==> config.mk <==
export PLATFORM = sky130hd
export DESIGN_NAME = cia_pipe_adder
export DESIGN_NICKNAME = d
export VERILOG_FILES = /design/src/rtl/cia_pkg.sv /design/src/rtl/cia_slice.sv /design/src/rtl/cia_pipe_adder.sv
export SDC_FILE = /design/constraint.sdc
export NUM_CORES = 1
export LEC_CHECK = 0
export CORE_MARGIN = 5
export CORE_UTILIZATION = 50
export DETAILED_ROUTE_END_ITERATION = 16
export GPL_TIMING_DRIVEN = 0
export PLACE_DENSITY = 0.69
export SYNTH_ARGS = -nofsm -noshare
export SYNTH_HDL_FRONTEND = slang
export SYNTH_SLANG_ARGS = --single-unit
==> constraint.sdc <==
create_clock -name clk -period 3.8 [get_ports clk]
set_input_delay 0.38 -clock clk [delete_from_list [all_inputs] [get_ports clk]]
set_output_delay 0.38 -clock clk [all_outputs]
set_load 0.05 [all_outputs]
==> src/rtl/cia_pkg.sv <==
// Shared definitions for the pipelined carry-increment adder.
// Holds the default geometry, the slice-width helper and the reference layout
// of one pipeline stage payload at the default width.
package cia_pkg;

    localparam int unsigned DefWidth  = 32;
    localparam int unsigned DefBlk    = 4;
    localparam int unsigned DefStages = 4;

    // Bits handled by each pipeline slice.
    function automatic int unsigned slice_w(input int unsigned width, input int unsigned stages);
        return width / stages;
    endfunction

    // Stage payload at default width. The top declares the same layout sized
    // by its own parameters.
    typedef struct packed {
        logic [DefWidth-1:0] psum;    // completed sum bits, slices 0..k
        logic                carry;   // carry out of slice k
        logic [DefWidth-1:0] rem_a;   // operand A (upper slices still pending)
        logic [DefWidth-1:0] rem_be;  // effective operand B
        logic                a_msb;   // MSB of A, kept for overflow
        logic                be_msb;  // MSB of effective B, kept for overflow
    } stage_pay_t;

endpackage

==> src/rtl/cia_slice.sv <==
// Combinational carry-increment adder slice.
// Each BLK-bit block is summed with carry-in 0, then incremented by the
// carry arriving from the block below.
// Ports:
//   a, b  - SW-bit operands
//   cin   - carry into bit 0
//   sum   - SW-bit result
//   cout  - carry out of the top bit
module cia_slice #(
    parameter int unsigned SW  = 8,
    parameter int unsigned BLK = 4
) (
    input  logic [SW-1:0] a,
    input  logic [SW-1:0] b,
    input  logic          cin,
    output logic [SW-1:0] sum,
    output logic          cout
);

    localparam int unsigned NB = SW / BLK;

    logic [NB:0] c;

    assign c[0] = cin;

    for (genvar g = 0; g < NB; g++) begin : g_blk
        logic [BLK:0] raw;

        assign raw = {1'b0, a[g*BLK +: BLK]} + {1'b0, b[g*BLK +: BLK]};
        assign sum[g*BLK +: BLK] = raw[BLK-1:0] + BLK'(c[g]);
        // Incoming carry ripples through only when the raw block sum is all ones.
        assign c[g+1] = raw[BLK] | (c[g] & (&raw[BLK-1:0]));
    end

    assign cout = c[NB];

endmodule

==> src/rtl/cia_pipe_adder.sv <==
// Pipelined carry-increment adder/subtractor with valid/ready handshake.
// Slice k of the operands is summed in stage k; every stage can stall
// independently and empty stages are filled even while later ones stall.
// Ports:
//   clk, rst_n          - clock (rising edge), asynchronous active-low reset
//   in_valid, in_ready  - operand handshake
//   a, b, cin, sub      - operands, carry in, subtract select
//   out_valid, out_ready- result handshake
//   sum, cout, ovf      - result, carry out (inverted borrow when sub), signed overflow
module cia_pipe_adder
    import cia_pkg::*;
#(
    parameter int unsigned WIDTH  = DefWidth,
    parameter int unsigned BLK    = DefBlk,
    parameter int unsigned STAGES = DefStages
) (
    input  logic             clk,
    input  logic             rst_n,
    input  logic             in_valid,
    output logic             in_ready,
    input  logic [WIDTH-1:0] a,
    input  logic [WIDTH-1:0] b,
    input  logic             cin,
    input  logic             sub,
    output logic             out_valid,
    input  logic             out_ready,
    output logic [WIDTH-1:0] sum,
    output logic             cout,
    output logic             ovf
);

    localparam int unsigned SW = slice_w(WIDTH, STAGES);

    if ((WIDTH % (STAGES * BLK)) != 0) begin : g_bad_cfg
        $error("cia_pipe_adder: WIDTH must be a multiple of STAGES*BLK");
    end

    typedef struct packed {
        logic [WIDTH-1:0] psum;
        logic             carry;
        logic [WIDTH-1:0] rem_a;
        logic [WIDTH-1:0] rem_be;
        logic             a_msb;
        logic             be_msb;
    } pay_t;

    logic [WIDTH-1:0]  be;
    logic              ce;
    logic [STAGES-1:0] v_q;
    logic [STAGES-1:0] v_up;
    logic [STAGES-1:0] adv;
    pay_t              stage_q [STAGES];
    pay_t              last;
    logic              unused_rem;

    assign be = b ^ {WIDTH{sub}};
    assign ce = cin ^ sub;

    // A stage may advance if the consumer takes the result or any stage at or
    // downstream of it is empty, which collapses bubbles.
    always_comb begin
        logic all_full;
        all_full = 1'b1;
        adv      = '0;
        for (int k = int'(STAGES) - 1; k >= 0; k--) begin
            all_full = all_full & v_q[k];
            adv[k]   = out_ready | ~all_full;
        end
    end

    always_comb begin
        v_up    = '0;
        v_up[0] = in_valid;
        for (int k = 1; k < int'(STAGES); k++) begin
            v_up[k] = v_q[k-1];
        end
    end

    assign in_ready = adv[0];

    always_ff @(posedge clk or negedge rst_n) begin
        if (!rst_n) begin
            v_q <= '0;
        end else begin
            for (int k = 0; k < int'(STAGES); k++) begin
                if (adv[k]) begin
                    v_q[k] <= v_up[k];
                end
            end
        end
    end

    for (genvar k = 0; k < STAGES; k++) begin : g_stage
        logic [SW-1:0] op_a;
        logic [SW-1:0] op_b;
        logic [SW-1:0] s;
        logic          ci;
        logic          co;
        pay_t          base;
        pay_t          d;
        pay_t          q;

        if (k == 0) begin : g_first
            assign op_a = a[SW-1:0];
            assign op_b = be[SW-1:0];
            assign ci   = ce;
            always_comb begin
                base        = '0;
                base.rem_a  = a;
                base.rem_be = be;
                base.a_msb  = a[WIDTH-1];
                base.be_msb = be[WIDTH-1];
            end
        end else begin : g_next
            assign op_a = stage_q[k-1].rem_a[k*SW +: SW];
            assign op_b = stage_q[k-1].rem_be[k*SW +: SW];
            assign ci   = stage_q[k-1].carry;
            assign base = stage_q[k-1];
        end

        cia_slice #(
            .SW  (SW),
            .BLK (BLK)
        ) u_slice (
            .a    (op_a),
            .b    (op_b),
            .cin  (ci),
            .sum  (s),
            .cout (co)
        );

        always_comb begin
            d                    = base;
            d.psum[k*SW +: SW]   = s;
            d.carry              = co;
        end

        // Payload only loads with a real beat so outputs stay at their reset
        // values until the first result arrives.
        always_ff @(posedge clk or negedge rst_n) begin
            if (!rst_n) begin
                q <= '0;
            end else if (adv[k] && v_up[k]) begin
                q <= d;
            end
        end

        assign stage_q[k] = q;
    end

    assign last      = stage_q[STAGES-1];
    assign out_valid = v_q[STAGES-1];
    assign sum       = last.psum;
    assign cout      = last.carry;
    assign ovf       = (last.a_msb == last.be_msb) && (last.psum[WIDTH-1] != last.a_msb);

    assign unused_rem = ^{last.rem_a, last.rem_be};

endmodule
==> flow_metrics.env <==
# flow metrics
export IMPL_seq_share=0.430
export IMPL_design_die_area_sq_mm=0.0205
export IMPL_status="complete, no violations"
export IMPL_worst_pin_slew_ps=728
export IMPL_post_route_min_period_ps=3050
export IMPL_xor_share=0.0632
export IMPL_synth_area_leader_cell="dfrtp_1"
export IMPL_design_portCount=106
export IMPL_mostFrequentLayoutCells="dfrtp_1, mux2_2, clkdlybuf4s50_1"
export IMPL_slew_headroom=0.515
export IMPL_power_density_mw_per_mm2=774
export IMPL_setup_viol=0
export IMPL_comb_power_uw=3500
export IMPL_grt_use_met1=0.238
export IMPL_synthMuxAreaShare=0.178
export IMPL_dr_pass1_iters=4
export IMPL_criticalPathCategory="in -> reg"
export IMPL_drc=0
export IMPL_dp_hpwl_mm=12.8
export IMPL_fin_util=0.623
export IMPL_fp_utilization=0.511
export IMPL_post_drt_wl_per_cell_microns=16.4
export IMPL_grt_ovfl_total=0
export IMPL_cts_tree="yes"
export IMPL_crit_path_frequent_cell="ha_1"
export IMPL_ys_warn_count=0
export IMPL_grt_max_degree=117
export IMPL_maxCapViolCount=0
export IMPL_core_sq_mm=0.0174
export IMPL_top_layer="met4"
export IMPL_worst_endpoint_arrival_ps=3360
export IMPL_warnings=28
## tightest hold or removal path, stage by stage
cell and delay [ps]:
buf_2 180, xnor2_1 170, o21ai_0 70
## final timing paths
| check | from | end | slack [ps] | cells past startpoint |
|---|---|---|---|---|
| min in group asynchronous | rst_n | sum[2] | 490 | 2 |
| max reg2reg | g_stage[2].q[26] | sum[29] | 810 | 9 |
| min reg2reg | v_q[0] | v_q[1] | 470 | 2 |
| min | sub | g_stage[0].q[33] | 420 | 3 |
| max in group asynchronous | rst_n | g_stage[1].q[54] | 2370 | 3 |
| max | sub | g_stage[0].q[72] | 750 | 12 |
## state kept, by name, indices dropped and copies added (netlist names)
name        count
cout            1
g_stage.ci      3
g_stage.q     146
sum            32
v_q             4
Logic cells by family:
Scale bar: 50 microns.
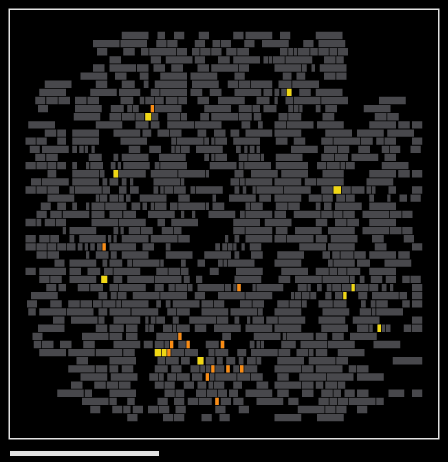
Key: orange = inv cells [cells 13, most used inv_1, where bottom middle]; yellow = nor cells [cells 11, most used nor2b_1]

Placed cells, one color a class:
Scale bar: 50 microns. Fill, decap, tap and diode cells in gray.
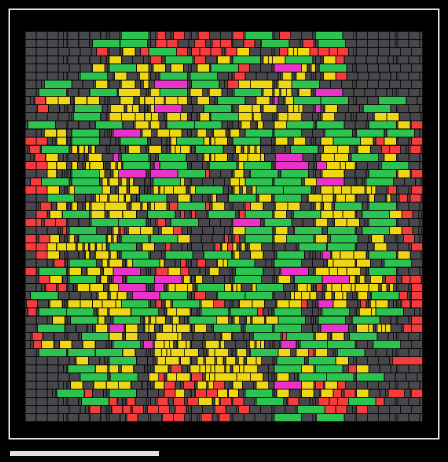
Key: magenta = clock drivers and dummy loads [cells 31, share of their area 5.6%]; green = sequential cells [cells 186, share of their area 44%]; red = remaining buffers and delay cells [cells 164, share of their area 14%]; yellow = remaining logic cells [cells 442, share of their area 36%]

Routed metal, one color a layer:
Scale bar: 50 microns.
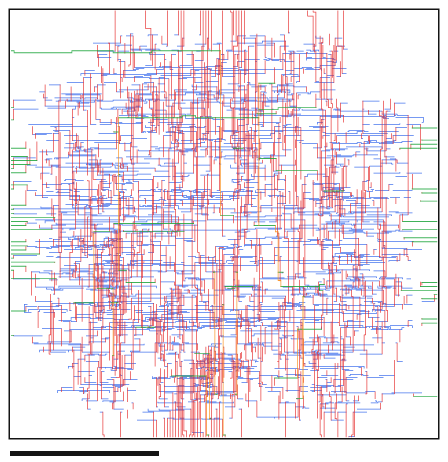
Key: red = M2 [wire length 8520 microns]; blue = M1 [wire length 7630 microns]; orange = M4 [wire length 439 microns]; green = M3 [wire length 637 microns]

Signal wires on met4:
Scale bar: 50 microns.
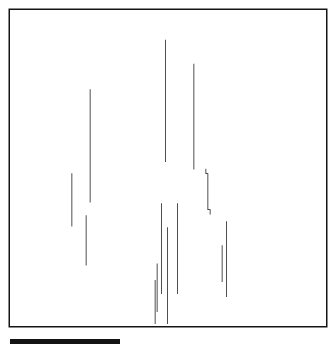
The wires run mostly vertical. 10 nets have wire on it. The layer holds 2.6% of the routed length. The layer carries 439 microns of wire. The longest straight run is 55.1 microns.

